--- src/rtl/sdio_cmd_log.sv ---
// sdio_cmd_log: logs SDIO CMD-line captures into a small record FIFO and streams them out as
// bytes through a pull handshake.
//
// Ports:
//   sd_clk        sole clock, rising edge
//   rst           asynchronous active-low reset
//   sd_en         synchronous enable; low flushes the FIFO (statistics kept)
//   finsh_i       capture-done strobe; a rising edge writes one record
//   cmd_i[5:0]    command index of the capture
//   arg_i[31:0]   argument of the capture
//   clr_i         synchronous flush plus clear of overflow/drop statistics
//   byte_rd_i     reader consumes byte_o this cycle
//   byte_o        current head byte (0 when empty)
//   byte_valid_o  FIFO non-empty
//   count_o       stored records, 0..2**DEPTH_LOG2
//   overflow_o    sticky: a record was dropped since reset/clear
//   drop_cnt_o    dropped-record count, saturating at 255
//
// Record layout {drop_flag, cmd[5:0], arg[31:0]} leaves as 5 bytes:
//   {1'b1, drop_flag, cmd}, arg[31:24], arg[23:16], arg[15:8], arg[7:0]
module sdio_cmd_log #(
  parameter int unsigned DEPTH_LOG2 = 3
) (
  input  logic                  sd_clk,
  input  logic                  rst,
  input  logic                  sd_en,
  input  logic                  finsh_i,
  input  logic [7:0]            cmd_i,
  input  logic [32:0]           arg_i,
  input  logic                  clr_i,
  input  logic                  byte_rd_i,
  output logic [7:0]            byte_o,
  output logic                  byte_valid_o,
  output logic [DEPTH_LOG2:0]   count_o,
  output logic                  overflow_o,
  output logic [7:0]            drop_cnt_o
);

  localparam int unsigned Depth = 2 ** DEPTH_LOG2;
  localparam int unsigned CntW  = DEPTH_LOG2 + 1;
  localparam logic [CntW-1:0] CntFull = CntW'(Depth);

  logic [38:0]           mem [Depth];

  logic                  finsh_prev_q, finsh_prev_d;
  logic [DEPTH_LOG2-1:0] wr_ptr_q, wr_ptr_d;
  logic [DEPTH_LOG2-1:0] rd_ptr_q, rd_ptr_d;
  logic [CntW-1:0]       count_q, count_d;
  logic [2:0]            idx_q, idx_d;
  logic                  pend_drop_q, pend_drop_d;
  logic                  overflow_q, overflow_d;
  logic [7:0]            drop_cnt_q, drop_cnt_d;

  logic                  wr, valid, rd_step, pop, full, accept, drop;
  logic [38:0]           head;
  logic [7:0]            byte_mux;
  logic                  unused_bits;

  assign unused_bits = ^{cmd_i[7:6], arg_i[32]};

  assign wr      = finsh_i & ~finsh_prev_q & sd_en;
  assign valid   = (count_q != '0);
  assign rd_step = byte_rd_i & valid;
  assign pop     = rd_step & (idx_q == 3'd4);
  assign full    = (count_q == CntFull);
  // A final-byte pop in the same cycle frees the slot for the incoming record.
  assign accept  = wr & (~full | pop) & ~clr_i;
  assign drop    = wr & full & ~pop & ~clr_i;

  assign head = mem[rd_ptr_q];

  always_comb begin
    byte_mux = 8'h00;
    case (idx_q)
      3'd0:    byte_mux = {1'b1, head[38:32]};
      3'd1:    byte_mux = head[31:24];
      3'd2:    byte_mux = head[23:16];
      3'd3:    byte_mux = head[15:8];
      3'd4:    byte_mux = head[7:0];
      default: byte_mux = 8'h00;
    endcase
  end

  assign byte_o       = valid ? byte_mux : 8'h00;
  assign byte_valid_o = valid;
  assign count_o      = count_q;
  assign overflow_o   = overflow_q;
  assign drop_cnt_o   = drop_cnt_q;

  always_comb begin
    finsh_prev_d = finsh_i;
    wr_ptr_d     = wr_ptr_q;
    rd_ptr_d     = rd_ptr_q;
    count_d      = count_q;
    idx_d        = idx_q;
    pend_drop_d  = pend_drop_q;
    overflow_d   = overflow_q;
    drop_cnt_d   = drop_cnt_q;

    if (clr_i || !sd_en) begin
      finsh_prev_d = 1'b0;
      wr_ptr_d     = '0;
      rd_ptr_d     = '0;
      count_d      = '0;
      idx_d        = 3'd0;
      pend_drop_d  = 1'b0;
      if (clr_i) begin
        overflow_d = 1'b0;
        drop_cnt_d = 8'h00;
      end
    end else begin
      if (rd_step) begin
        idx_d = (idx_q == 3'd4) ? 3'd0 : idx_q + 3'd1;
      end
      if (pop) begin
        rd_ptr_d = rd_ptr_q + 1'b1;
      end
      if (accept) begin
        wr_ptr_d    = wr_ptr_q + 1'b1;
        pend_drop_d = 1'b0;
      end
      if (drop) begin
        overflow_d  = 1'b1;
        pend_drop_d = 1'b1;
        if (drop_cnt_q != 8'hFF) begin
          drop_cnt_d = drop_cnt_q + 8'd1;
        end
      end
      case ({accept, pop})
        2'b10:   count_d = count_q + CntW'(1);
        2'b01:   count_d = count_q - CntW'(1);
        default: count_d = count_q;
      endcase
    end
  end

  always_ff @(posedge sd_clk or negedge rst) begin
    if (!rst) begin
      finsh_prev_q <= 1'b0;
      wr_ptr_q     <= '0;
      rd_ptr_q     <= '0;
      count_q      <= '0;
      idx_q        <= 3'd0;
      pend_drop_q  <= 1'b0;
      overflow_q   <= 1'b0;
      drop_cnt_q   <= 8'h00;
    end else begin
      finsh_prev_q <= finsh_prev_d;
      wr_ptr_q     <= wr_ptr_d;
      rd_ptr_q     <= rd_ptr_d;
      count_q      <= count_d;
      idx_q        <= idx_d;
      pend_drop_q  <= pend_drop_d;
      overflow_q   <= overflow_d;
      drop_cnt_q   <= drop_cnt_d;
    end
  end

  // Record storage needs no reset: byte_o is masked while the FIFO is empty.
  always_ff @(posedge sd_clk) begin
    if (accept) begin
      mem[wr_ptr_q] <= {pend_drop_q, cmd_i[5:0], arg_i[31:0]};
    end
  end

endmodule

--- config.mk ---
export PLATFORM = sky130hd
export DESIGN_NAME = sdio_cmd_log
export DESIGN_NICKNAME = d
export VERILOG_FILES = /design/src/rtl/sdio_cmd_log.sv
export SDC_FILE = /design/constraint.sdc
export NUM_CORES = 1
export LEC_CHECK = 0
export CAP_MARGIN = 20
export CORE_MARGIN = 1
export CORE_UTILIZATION = 55
export CTS_CLUSTER_DIAMETER = 50
export CTS_CLUSTER_SIZE = 28
export DETAILED_ROUTE_END_ITERATION = 8
export PLACE_DENSITY_LB_ADDON = 0.3
export SLEW_MARGIN = 0
export SYNTH_ARGS = -nofsm -noshare
export SYNTH_HDL_FRONTEND = slang
export SYNTH_SLANG_ARGS = --single-unit
--- constraint.sdc ---
create_clock -name sd_clk -period 7.1 [get_ports sd_clk]
set_input_delay 0.71 -clock sd_clk [delete_from_list [all_inputs] [get_ports sd_clk]]
set_output_delay 0.71 -clock sd_clk [all_outputs]
set_load 0.05 [all_outputs]
Figure 1. Clock distribution (run 1).
Scale bar: 50 um.
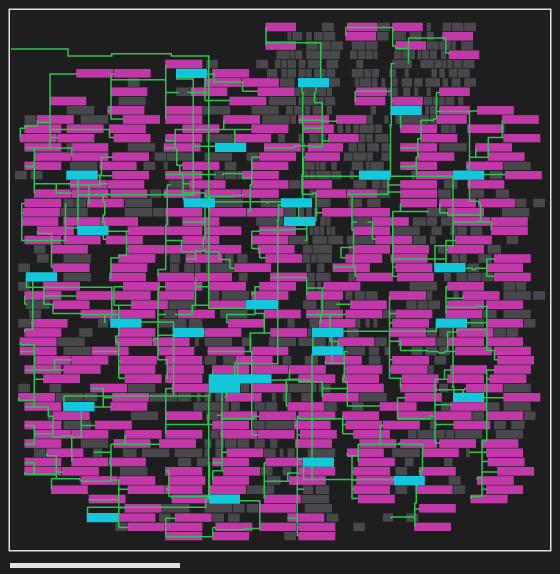
[magenta] flip-flops | count: 336
[green] clock wires | length: 3310 um
[cyan] cells driving clock nets | count: 28
flops lie: spread over the die

Figure 2. The metal 2 layer (run 1).
Cells faint in the background.
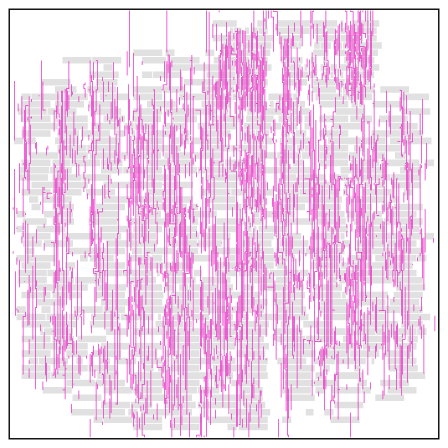
wire length on this layer: 14300 um
share of all routed wire: 51%

==> flow_metrics.tcl, run 1 <==
# flow metrics
set metrics [dict create \
    yosysTopAreaCell "edfxtp_1" \
    ff_type "edfxtp_1" \
    final_cells 1116 \
    startpoint_type "flip-flop" \
    rsz0062_at_grt "false" \
    r2r-start "idx_q[0]$_DFFE_PN0P_" \
    ys_warn_count 0 \
    initCoreUtil 0.568 \
    grt_overflow 0 \
    yosys.area.top_type_share 0.694 \
    crit_arrival_ns 4.11 \
    drive_gt1_frac 0.210 \
    timing.fmax_mhz 207 \
    final_cell_mix "edfxtp_1 (312), clkdlybuf4s50_1 (65), mux4_2 (62)" \
    warning_count 32 \
    drv_cap 0 \
    yosysChipArea_um2 13500 \
    io_pins 69 \
    hold_class "input port to asynchronous set/reset pin" \
    fin_worst_skew_ns 0.0244 \
    tightestPinTransition_ns 1.04 \
    combGateArea_um2 3370 \
    h-tree-depth 1 \
    synthArstFlopShare 0.0714 \
    finalSetupTns_ns 0 \
    post-dp-hpwl_um 16200 \
    nFillCells 1581 \
    gp_congestion 0.830 \
    max_slew_margin 0.309 \
    fin_crit_sh 0.679 \
    finalSetupViolCount 0 \
    cts_tree "built" \
    port_buffers 65 \
    path_max_fanout 48 \
    cp_cell_sequence "buf_4, mux4_2, mux2_2, a22oi_1, a31oi_1, clkdlybuf4s50_1" \
    cp_data_required_time_ns 6.39 \
    core-area_um2 23800 \
    r2r_slack_ns 3.02 \
    grt_pass1_wl_um 42200 \
    clkLatencyLatePin_ns 0.56 \
    fin_nets 831 \
    syn_inst 701 \
    whs_ns 0.423 \
    die_h_um 159 \
    area_growth_pct 15.1 \
    post-synth-top-count-cell "edfxtp_1" \
    cts_resized 0 \
    clk_pin_slew_ns 0.08 \
    rows 56 \
    run_status "finished clean" \
    grt_max_degree 70 \
    synth_cell_types 55 \
    vias 6929 \
    critical_path_class "flip-flop to primary output" \
    cts_setup_buffers 0 \
    cellLeakagePower_nw 4.80 \
    min_period_ns 4.82 \
    cts_sinks 336 \
    cp-end-kind "primary output" \
    reg2regPathDepth 7 \
    dp.cells 1061 \
    routedWlPerCell_um 25.0 \
    hold_viol_final 0 \
    antenna_found_initial 1 \
    ys_seq_share 0.738 \
    total_power_mw 3.85 \
    cts_buffer_depth 3 \
    postCtsHoldBufs 0 \
    yosys-top-cells-count "edfxtp_1 (312), mux4_2 (62), mux2_2 (26), nand2_1 (25), dfrtp_1 (24)" \
    r2r_end "mem[4][1]$_DFFE_PP_" \
    register_area_um2 9980 \
    max_stage_delay_ns 1.05 \
    drcViolationCount 0 \
    crit_slowest_cell "dfrtp_4" \
]
Figure 3. Met3 routing (run 1).
Scale bar: 50 um. Cells faint in the background.
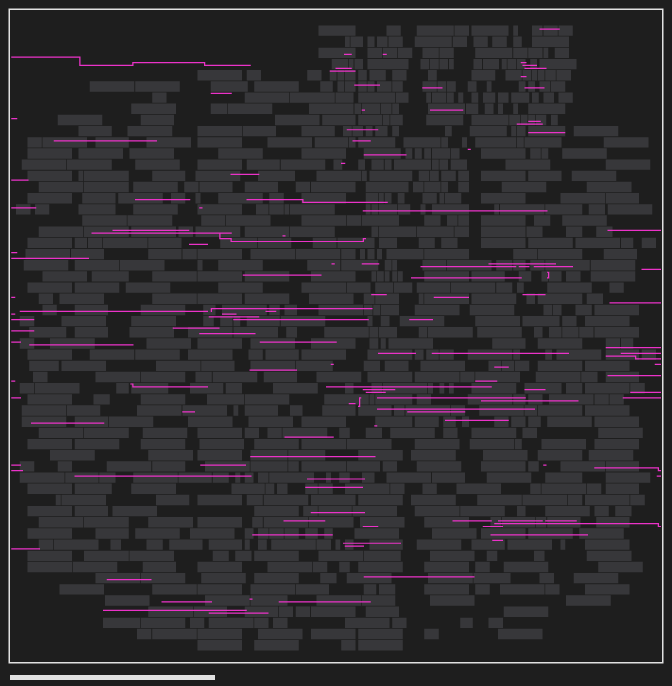
wire length on this layer: 1570 um
share of all routed wire: 5.6%
main direction: horizontal
longest straight run: 45.5 um
nets with wire on the layer: 87

[run 1: through the flow]
stage | setup WS (ns) | area [um^2] | util
2_1_floorplan | 2.24 | 13500 | -
3_3_place_gp | 2.84 | 14500 | 0.612
3_5_place_dp | 2.79 | 14500 | 0.612
4_1_cts | 2.18 | 15500 | 0.653
5_1_grt | 2.01 | 15500 | 0.654
6_report | 2.28 | 15500 | 0.654
[run 1: power breakdown]
| part | total (mW) | leakage [nW] | internal (mW) | switching (mW) |
|---|---|---|---|---|
| clock | 1.58 | 0.472 | 0.789 | 0.791 |
| sequential | 2.17 | 3.13 | 2.17 | 0.00333 |
| combinational | 0.0999 | 1.19 | 0.0405 | 0.0593 |
| total | 3.85 | 4.80 | 3.00 | 0.854 |
[run 1: flip-flops by register name, indices dropped and copies added (netlist names), 3 cells and up]
signal	flops
mem	312
drop_cnt_o	8
count_o	4
idx_q	3
rd_ptr_q	3
wr_ptr_q	3
[run 1: worst max path at each step]
stage / startpoint / end / slack [ns] / cells past startpoint
after floorplan: count_o[3]$_DFFE_PN0P_ / mem[0][0]$_DFFE_PP_ / 2.24 / 5
after global placement: rd_ptr_q[0]$_DFFE_PN0P_ / byte_o[1] / 2.84 / 6
after detailed placement: rd_ptr_q[0]$_DFFE_PN0P_ / byte_o[1] / 2.79 / 6
after CTS: rd_ptr_q[0]$_DFFE_PN0P_ / byte_o[1] / 2.18 / 6
after global routing: rd_ptr_q[0]$_DFFE_PN0P_ / byte_o[4] / 2.01 / 6
final: rd_ptr_q[0]$_DFFE_PN0P_ / byte_o[1] / 2.28 / 6
[run 1: critical path, delay by kind of cell (launching register included)]
family	cells	cell delay, ns
compound gates	2	0.36
buf+inv	2	1.25
flops	1	1.05
mux	2	0.87
[run 1: cell families (layout without fill, tap and decap cells)]
| group | Yosys count | in the layout | synth area share |
|---|---|---|---|
| and+or+nand+nor | 102 | 102 | 0.0397 |
| xor gates and xnor gates | 4 | 4 | 0.00259 |
| AOI/OAI and AO/OA | 95 | 95 | 0.0528 |
| DFF | 336 | 336 | 0.738 |
| muxes | 109 | 109 | 0.141 |
| adders and majority gates | 10 | 10 | 0.00927 |
| buffers and inverters | 45 | 140 | 0.0167 |
| other | 0 | 1 | 0 |
[run 1: per-layer routing]
layer | vias up | global-route usage | wire length, um
met5 | - | 0 | 0
met2 | 216 | 0.395 | 14300
met1 | 3612 | 0.314 | 11400
met3 | 42 | 0.0318 | 1570
met4 | 0 | 0.0710 | 606
li1 | 3059 | - | -
[run 1: final cells by class]
cell class	instances	area share
Timing Repair Buffer	80	0.0504
Clock buffer	30	0.0456
Multi-Input combinational cell	320	0.217
Clock inverter	22	0.0177
Inverter	8	0.00193
Tap cell	319	0.0257
Sequential cell	336	0.642
Antenna cell	1	0.000161
Figure 4. Routed metal, one color a layer (run 1).
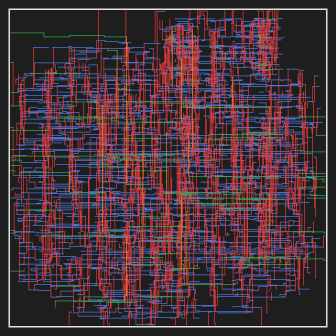

==> run 2, diff against run 1 <==
--- a/config.mk
+++ b/config.mk
@@ -7,7 +7,7 @@
 export LEC_CHECK = 0
 export CAP_MARGIN = 20
 export CORE_MARGIN = 1
-export CORE_UTILIZATION = 55
+export CORE_UTILIZATION = 54
 export CTS_CLUSTER_DIAMETER = 50
 export CTS_CLUSTER_SIZE = 28
 export DETAILED_ROUTE_END_ITERATION = 8
==> constraint.sdc (replaced) <==
create_clock -name sd_clk -period 4.25 [get_ports sd_clk]
set_input_delay 0.425 -clock sd_clk [delete_from_list [all_inputs] [get_ports sd_clk]]
set_output_delay 0.425 -clock sd_clk [all_outputs]
set_load 0.05 [all_outputs]
Figure 5. Routed metal, one color a layer (run 2).
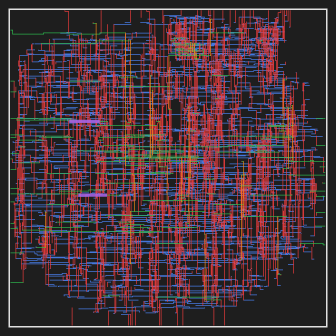
| color | layer | wire length |
|---|---|---|
| blue | met1 | 11300 um |
| red | met2 | 14300 um |
| purple | met5 | 26.7 um |
| orange | met4 | 689 um |
| green | met3 | 1710 um |

Figure 6. Met3 routing (run 2).
Scale bar: 50 um. Cells faint in the background.
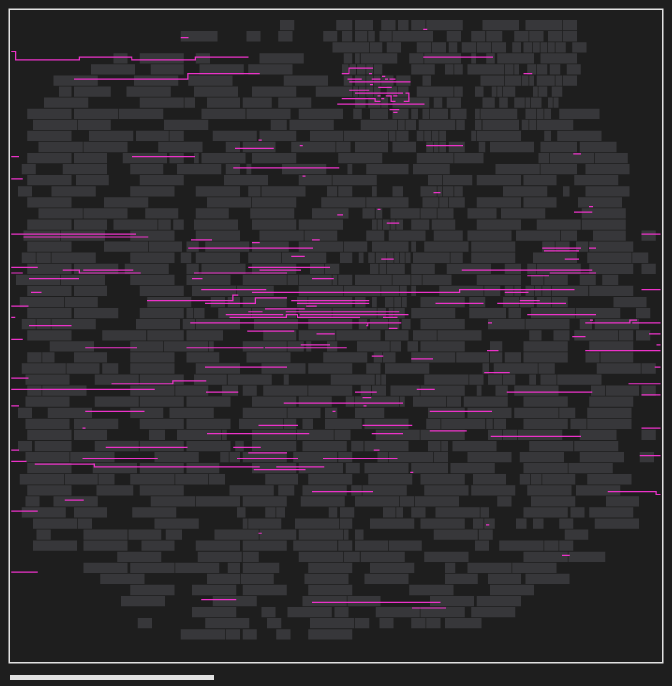
main direction: horizontal
wire length on this layer: 1710 um
share of all routed wire: 6.1%
longest straight run: 51.5 um
nets with wire on the layer: 92

==> run 2 against run 1 <==
Effect of this change: combinational power is 69% higher; worst hold slack worse by 0.28 ns; register-to-register slack worse by 2.0 ns; non-clock buffer count is 12 higher; critical path depth stayed put; cell count is 1.6% higher.
==> flow_metrics.tcl, run 2 <==
# flow metrics
set metrics [dict create \
    crit_arrival_ns 3.52 \
    grt_max_degree 45 \
    warning_count 32 \
    cts_sinks 336 \
    clk_pin_slew_ns 0.07 \
    hold_class "input port to asynchronous set/reset pin" \
    drcViolationCount 0 \
    combPwrFrac 0.026 \
    ys_seq_share 0.738 \
    synth_flops 336 \
    p_int_mw 5.09 \
    ys_warn_count 0 \
    timing.fmax_mhz 254 \
    crit_slowest_cell "clkdlybuf4s50_1" \
    rsz0062_at_grt "false" \
    sequentialPowerShare 0.555 \
    finalSetupTns_ns 0 \
    min_period_ns 3.94 \
    area_growth_pct 17.0 \
    core-area_um2 24400 \
    grt_pass1_wl_um 42800 \
    max_stage_delay_ns 0.74 \
    p_clk_frac 0.419 \
    postCtsHoldBufs 0 \
    path_max_fanout 19 \
    fin_crit_sh 0.928 \
    port_buffers 65 \
    ff_type "edfxtp_1" \
    p_sw_mw 1.44 \
    critical_path_class "flip-flop to primary output" \
    clkLatencyLatePin_ns 0.57 \
    antenna_found_initial 2 \
    gp_congestion 0.789 \
    nFillCells 1629 \
    rows 57 \
    tightestPinTransition_ns 0.999 \
    startpoint_type "flip-flop" \
    synth_cell_types 55 \
    h-tree-depth 1 \
    synthArstFlopShare 0.0714 \
    max_slew_margin 0.333 \
    fin_worst_skew_ns 0.0229 \
    cp_data_required_time_ns 3.83 \
    post-synth-top-count-cell "edfxtp_1" \
    yosys.area.top_type_share 0.694 \
    cp_cell_sequence "buf_4, mux4_2, mux2_2, a22oi_1, a31oi_1, clkdlybuf4s50_1" \
    reg2regPathDepth 9 \
    largest_register_ffs 312 \
    syn_inst 701 \
    combGateArea_um2 3380 \
    finalSetupViolCount 0 \
    drive_gt1_frac 0.227 \
    yosys-top-cells-count "edfxtp_1 (312), mux4_2 (62), mux2_2 (26), nand2_1 (25), dfrtp_1 (24)" \
    yosysTopAreaCell "edfxtp_1" \
    largest-register "mem" \
    hold_viol_final 0 \
    die_h_um 160 \
    final_cell_mix "edfxtp_1 (312), clkdlybuf4s50_1 (65), mux4_2 (62)" \
    lay_top_count "edfxtp_1" \
    routedWlPerCell_um 24.7 \
    fin_nets 844 \
    cellLeakagePower_nw 4.89 \
    io_pins 69 \
    drv_cap 0 \
    cts_tree "built" \
    run_status "finished clean" \
    cp-end-kind "primary output" \
]
==> run 2: layout make-up <==
class / instances / share of cell area
Sequential cell: 336 / 0.631
Inverter: 8 / 0.00190
Multi-Input combinational cell: 320 / 0.214
Tap cell: 324 / 0.0257
Timing Repair Buffer: 92 / 0.0624
Clock inverter: 25 / 0.0185
Clock buffer: 29 / 0.0459
==> run 2: critical path, delay by kind of cell, from the launching register on <==
family / cells / cell delay (ns)
DFF: 1 / 0.70
AOI/OAI and AO/OA: 2 / 0.36
muxes: 2 / 0.81
buffers and inverters: 2 / 1.07
==> run 2: kinds of logic after synthesis <==
kind of cell             after synthesis  share of synthesized area
flip-flops                           336                      0.738
multiplexers                         109                      0.141
AND/OR/NAND/NOR                      102                     0.0397
AND-OR/OR-AND                         95                     0.0528
buffers and inverters                 45                     0.0167
adder cells (fa/ha/maj)               10                    0.00927
XOR/XNOR                               4                    0.00259
==> run 2: stage by stage <==
step	cell area [um^2]	setup WS, ns	hold WS, ns	util	std cells
global placement	14700	0.685	0.522	0.604	1078
global route	15800	0.160	0.137	0.648	1134
detailed placement	14700	0.677	0.531	0.604	1078
finish	15800	0.305	0.142	0.648	1134
floorplan	13500	0.455	0.129	-	701
CTS	15800	0.0528	0.490	0.646	1132
==> run 2: path summary, 6_finish.rpt <==
path	start	end	slack [ns]
worst max-delay path	rd_ptr_q[0]$_DFFE_PN0P_	byte_o[1]	0.31
worst min-delay path	rst	drop_cnt_o[0]$_DFFE_PN0P_	0.14
worst max register to register	idx_q[0]$_DFFE_PN0P_	mem[2][33]$_DFFE_PP_	0.99
worst min register to register	overflow_o$_DFFE_PN0P_	overflow_o$_DFFE_PN0P_	0.54
max in group asynchronous	rst	rd_ptr_q[0]$_DFFE_PN0P_	3.66
min in group sd_clk	overflow_o$_DFFE_PN0P_	overflow_o$_DFFE_PN0P_	0.54
==> run 2: metal layers <==
layer | share of wire | track usage
met3 | 0.061 | 0.0369
met4 | 0.025 | 0.0671
met2 | 0.51 | 0.381
met1 | 0.40 | 0.296
met5 | 0.00093 | 0
==> run 2: power groups by stage <==
stage	logic [mW]	registers, mW	clock network [mW]
6_report	0.169	3.63	2.74
3_5_place_dp	0.165	3.70	0
4_1_cts	0.165	3.63	2.78
5_1_grt	0.180	3.63	2.90
2_1_floorplan	0.0559	3.70	0
3_3_place_gp	0.156	3.70	0
==> run 2: repair_timing <==
item | 4_1_cts | 5_1_grt
resized | 0 | 0
setup endpoints to repair | 0 | 1
setup buffers | 0 | 1
Power is estimated from default activity; no workload was simulated.
